<file path="src/rtl/display_pkg.sv">
// Shared display-pipeline definitions: sprite layer indices, widths and
// the special colour values used by the layer compositor.
package display_pkg;

  localparam int N_REQ         = 4;
  localparam int REQ_ATTACK    = 0;
  localparam int REQ_PLAYER    = 1;
  localparam int REQ_MONSTER0  = 2;
  localparam int REQ_ITEM      = 3;

  localparam int SPRITE_ADDR_W = 14;
  localparam int PIXEL_W       = 12;

  localparam logic [PIXEL_W-1:0] TRANSPARENT = 12'hCBE;
  localparam logic [PIXEL_W-1:0] BLACK       = 12'h000;

endpackage

</file>
<file path="src/rtl/rr_pick.sv">
// Combinational round-robin picker: the first requester at or after the
// pointer (wrapping modulo N_REQ) wins. Wrap is explicit so non-power-of-two
// requester counts work.
module rr_pick #(
  parameter int N_REQ = 4,
  parameter int PTR_W = 2
) (
  input  logic [N_REQ-1:0] req,
  input  logic [PTR_W-1:0] ptr,
  output logic [N_REQ-1:0] gnt,
  output logic [PTR_W-1:0] idx,
  output logic             found
);

  logic [PTR_W:0] cand;

  // Scan N_REQ slots starting at ptr; the first set request becomes the one-hot grant
  always_comb begin
    gnt   = '0;
    idx   = '0;
    found = 1'b0;
    cand  = '0;
    for (int k = 0; k < N_REQ; k++) begin
      cand = {1'b0, ptr} + (PTR_W+1)'(k);
      if (cand >= (PTR_W+1)'(N_REQ)) begin
        cand = cand - (PTR_W+1)'(N_REQ);
      end
      if (!found && req[cand[PTR_W-1:0]]) begin
        found = 1'b1;
        idx   = cand[PTR_W-1:0];
      end
    end
    if (found) begin
      gnt = N_REQ'(1) << idx;
    end
  end

endmodule

</file>
<file path="src/rtl/sprite_rom_arbiter.sv">
// Shares one synchronous-read sprite ROM among the sprite layers. Grants
// are combinational; the ROM port, return strobe and data are registered.
// A one-hot tag pipeline tracks which layer each in-flight read belongs to,
// and a per-frame conflict counter reports how often layers collided.
module sprite_rom_arbiter #(
  parameter int N_REQ   = display_pkg::N_REQ,
  parameter int ADDR_W  = display_pkg::SPRITE_ADDR_W,
  parameter int DATA_W  = display_pkg::PIXEL_W,
  parameter int ROM_LAT = 2
) (
  input  logic                    clk,
  input  logic                    rst_n,
  input  logic                    frame_start,
  input  logic [N_REQ-1:0]        req,
  input  logic [N_REQ*ADDR_W-1:0] addr,
  output logic [N_REQ-1:0]        gnt,
  output logic                    rom_en,
  output logic [ADDR_W-1:0]       rom_addr,
  input  logic [DATA_W-1:0]       rom_data,
  output logic [N_REQ-1:0]        rvalid,
  output logic [DATA_W-1:0]       rdata,
  output logic [15:0]             stat_conflicts
);

  import display_pkg::*;

  localparam int PTR_W = (N_REQ > 1) ? $clog2(N_REQ) : 1;

  logic [PTR_W-1:0]              ptr_q, ptr_d;
  logic [N_REQ-1:0]              pick_gnt;
  logic [PTR_W-1:0]              pick_idx;
  logic                          pick_found;

  logic                          rom_en_q, rom_en_d;
  logic [ADDR_W-1:0]             rom_addr_q, rom_addr_d;
  logic [ROM_LAT:0][N_REQ-1:0]   tag_q, tag_d;
  logic [N_REQ-1:0]              rvalid_q, rvalid_d;
  logic [DATA_W-1:0]             rdata_q, rdata_d;

  logic                          conflict;
  logic [15:0]                   run_inc;
  logic [15:0]                   run_q, run_d;
  logic [15:0]                   stat_q, stat_d;

  rr_pick #(
    .N_REQ (N_REQ),
    .PTR_W (PTR_W)
  ) u_pick (
    .req   (req),
    .ptr   (ptr_q),
    .gnt   (pick_gnt),
    .idx   (pick_idx),
    .found (pick_found)
  );

  // Grant is suppressed while reset is held so no layer thinks it was served
  assign gnt = rst_n ? pick_gnt : '0;

  // Next-state for pointer, ROM port, tag pipeline, return path and conflict stats
  always_comb begin
    ptr_d = ptr_q;
    if (frame_start) begin
      ptr_d = '0;
    end else if (pick_found) begin
      ptr_d = (pick_idx == PTR_W'(N_REQ-1)) ? '0 : pick_idx + 1'b1;
    end

    rom_en_d   = pick_found;
    rom_addr_d = rom_addr_q;
    for (int i = 0; i < N_REQ; i++) begin
      if (pick_gnt[i]) begin
        rom_addr_d = addr[i*ADDR_W +: ADDR_W];
      end
    end

    tag_d = {tag_q[ROM_LAT-1:0], pick_gnt};

    rvalid_d = tag_q[ROM_LAT];
    rdata_d  = (|tag_q[ROM_LAT]) ? rom_data : rdata_q;

    conflict = (req & (req - 1'b1)) != '0;
    run_inc  = (conflict && (run_q != 16'hFFFF)) ? run_q + 16'd1 : run_q;
    if (frame_start) begin
      stat_d = run_inc;
      run_d  = '0;
    end else begin
      stat_d = stat_q;
      run_d  = run_inc;
    end
  end

  // All state registers; reset discards in-flight tags so stale reads never return
  always_ff @(posedge clk or negedge rst_n) begin
    if (!rst_n) begin
      ptr_q      <= '0;
      rom_en_q   <= 1'b0;
      rom_addr_q <= '0;
      tag_q      <= '0;
      rvalid_q   <= '0;
      rdata_q    <= DATA_W'(BLACK);
      run_q      <= '0;
      stat_q     <= '0;
    end else begin
      ptr_q      <= ptr_d;
      rom_en_q   <= rom_en_d;
      rom_addr_q <= rom_addr_d;
      tag_q      <= tag_d;
      rvalid_q   <= rvalid_d;
      rdata_q    <= rdata_d;
      run_q      <= run_d;
      stat_q     <= stat_d;
    end
  end

  assign rom_en         = rom_en_q;
  assign rom_addr       = rom_addr_q;
  assign rvalid         = rvalid_q;
  assign rdata          = rdata_q;
  assign stat_conflicts = stat_q;

endmodule
</file>
<file path="config.mk">
export PLATFORM = sky130hd
export DESIGN_NAME = sprite_rom_arbiter
export DESIGN_NICKNAME = d
export VERILOG_FILES = /design/src/rtl/display_pkg.sv /design/src/rtl/rr_pick.sv /design/src/rtl/sprite_rom_arbiter.sv
export SDC_FILE = /design/constraint.sdc
export NUM_CORES = 1
export LEC_CHECK = 0
export CAP_MARGIN = 25
export CELL_PAD_IN_SITES_DETAIL_PLACEMENT = 1
export CELL_PAD_IN_SITES_GLOBAL_PLACEMENT = 1
export CORE_MARGIN = 2
export CORE_UTILIZATION = 42
export DETAILED_ROUTE_END_ITERATION = 16
export DONT_BUFFER_PORTS = 1
export PLACE_DENSITY = 0.8
export SLEW_MARGIN = 25
export SYNTH_ARGS = -nofsm -noshare
export SYNTH_HDL_FRONTEND = slang
export SYNTH_HIERARCHICAL = 1
export SYNTH_SLANG_ARGS = --single-unit
</file>
<file path="constraint.sdc">
create_clock -name clk -period 2.95 [get_ports clk]
set_input_delay 0.7375 -clock clk [delete_from_list [all_inputs] [get_ports clk]]
set_output_delay 0.7375 -clock clk [all_outputs]
set_load 0.02 [all_outputs]
</file>
==> flow_metrics.tcl <==
# place-and-route summary
set metrics [dict create \
    cp_data_arrival_time_ns 1.80 \
    syn_area_per_cell_um2 10.41 \
    post-place-ws_ns 0.4241 \
    cts_root_buf "sky130_fd_sc_hd__clkbuf_8" \
    cts_hold_repair.buffers 0 \
    tapcell.inserted 105 \
    drc_violation_total_after_the_first_tritonroute_iteration 70 \
    worst_vdd_rail_ir_drop_mv 0.2946 \
    finalCoreUtilization_pct 47.66 \
    gpl_congestion 0.8412 \
    status "completed" \
    netlist.top_cell.by_area "sky130_fd_sc_hd__dfrtp_1" \
    p_int_w 0.001914 \
    comb.multi_input.count 242 \
    cts_buffers 9 \
    wl_met3_um 591 \
    multiInputGateArea_um2 1567 \
    setup.reg_to_reg.worst_slack_ns 0.54 \
    row_count 33 \
    path_class "flip-flop to primary output" \
    worst-endpoint-required_ns 2.21 \
    met2_length_mm 3.556 \
    pwr.group.combinational_w 0.000457 \
    buf_share_pct 1.534 \
    floorplan.core_util_pct 43.32 \
    layout.cells.largest_class "sequential cells" \
    finalPower_w 0.002904 \
    met2_routing_resource_usage_after_global_routing_pct 28.30 \
    yosys-dominant-comb-family "simple AND/OR/NAND/NOR gates" \
    async_reset_ff_share_pct 100.0 \
    stages_on_worst_setup_path 3 \
    final_cell_count_no_fill 452 \
    finalClockPeriodUsage_pct 86.00 \
    tritoncts "built" \
    detail_placement_hpwl_mm 5.523 \
    regArea_um2 1927 \
    path_category_of_the_worst_min_delay_check "primary input to asynchronous set/reset pin" \
    design.final.nets 419 \
    power_density_nw_per_um2 741.6 \
    timing.final.crit_period_ns 2.537 \
    antenna_violations_before_repair 0 \
    crit_path_max_cell_delay_ns 0.53 \
    edf_count 0 \
    worst-r2r-cell-count 6 \
    tightestPinTransition_ns 0.5620 \
    placedCellCount 436 \
    ys.flops 77 \
    clockNetworkAreaShare_pct 5.527 \
    setup.worst_path.start_class "flip-flop" \
]
cell usage in the layout (no fill, tap or decap), drive strengths merged, types with 2 or more instances in the layout:
| master | n |
|---|---|
| o21ai | 32 |
| buf | 8 |
| nand3 | 5 |
| and2 | 5 |
| and3 | 2 |
| nand2b | 3 |
| inv | 6 |
| nor4 | 7 |
| clkinv | 2 |
| xnor2 | 15 |
| nor3 | 9 |
| nand4 | 7 |
| a21oi | 21 |
| ha | 2 |
| nor2 | 41 |
| mux2i | 31 |
| dfrtp | 77 |
| mux2 | 12 |
| clkbuf | 11 |
| a211oi | 2 |
| a2111oi | 2 |
| nand2 | 37 |
state kept, by name, indices dropped and copies added (netlist names):
register,cells
rom_addr,14
rdata,12
rvalid_d,4
rom_en,1
tag_d,8
stat_conflicts,16
run_q,16
rvalid,4
ptr_q,2
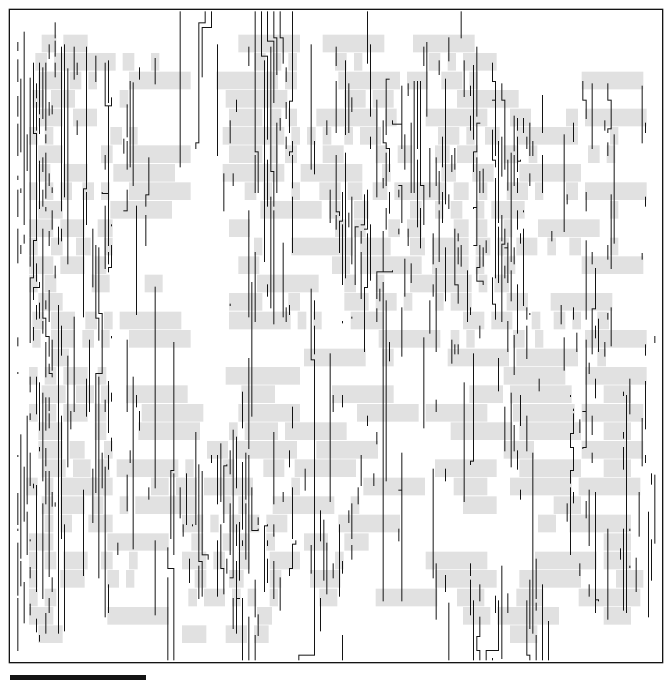
(images/met2.png)
Bar = 20 µm. Cells faint in the background.
The longest straight run is 48.3 µm. The layer holds 48% of the routed length. 351 nets have wire on it. The wires run mostly vertical. The layer carries 3560 µm of wire.

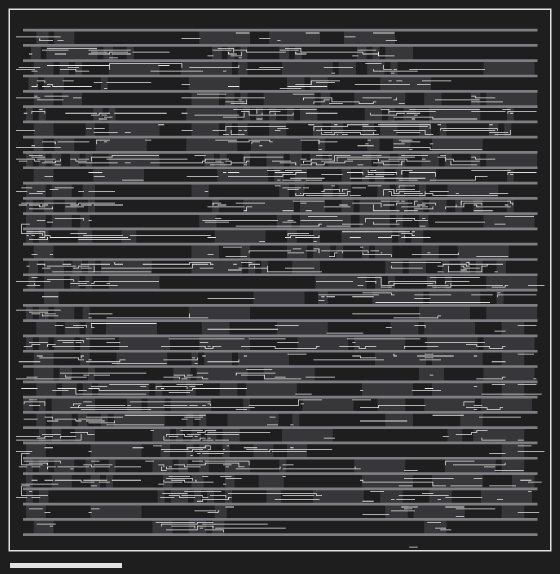
(images/met1.png)
Bar = 20 µm. Supply wires on this layer in grey. Cells faint in the background.
The layer carries 3210 µm of wire. The layer holds 43% of the routed length. The wires run mostly horizontal. The longest straight run is 32.7 µm.
Routed Wire Length: 7.447 mm
met1 track demand over resource in global routing: 20.84%
routed via count: 2447

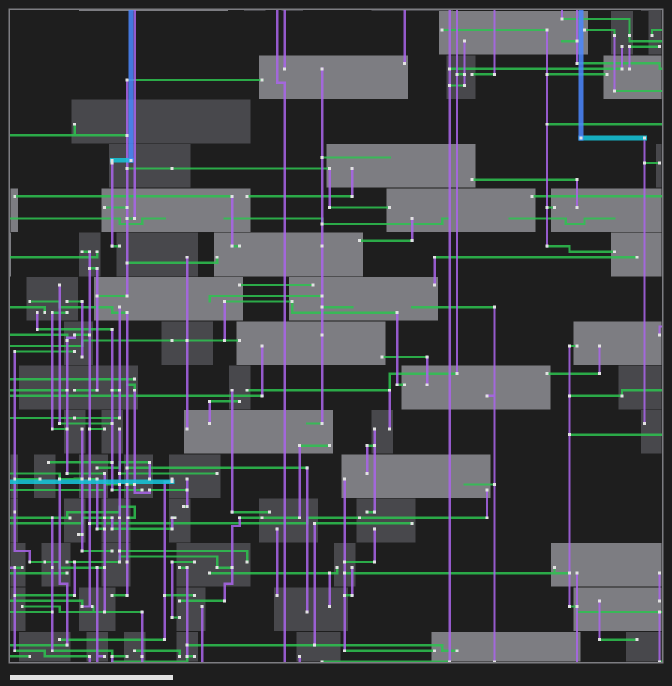
(images/zoom.png)
Bar = 10 µm. Region (28, 9) to (68, 49) µm. Cells in grey, sequential cells in the stronger grey; small squares are vias.
met3: shown in cyan. met1: shown in green. met2: shown in purple. met4: shown in blue.
56 logic cells have their middle in the window. Most frequent: dfrtp_1 (17), nor2_1 (9), a21oi_1 (5). Sequential cells in the window: 17. Netlist names of flops here include tag_d (7), rvalid_d (3), ptr_q (2).

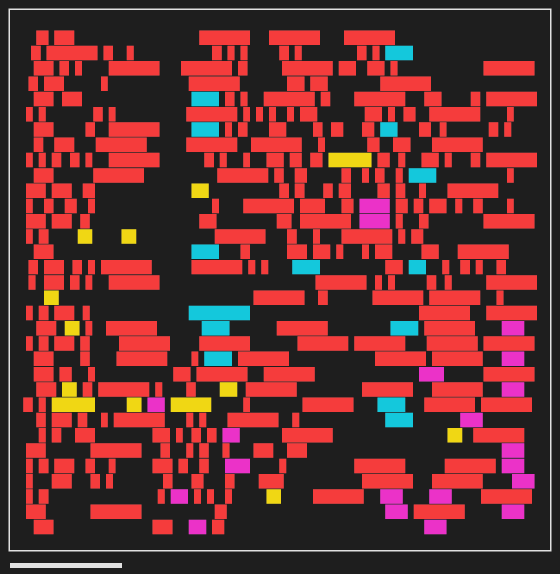
(images/drive_strength.png)
Bar = 20 µm.
drive 1 or less: shown in red, cells 300. drive 6 and up: shown in cyan, cells 14. drive 3 to 4: shown in yellow, cells 13. drive 2: shown in magenta, cells 20.
cell area after layout: 3916 µm²
non-clock buffer count in the final layout: 8
Syn-to-layout area delta: 10.02%
worst setup slack after layout: 0.4131 ns

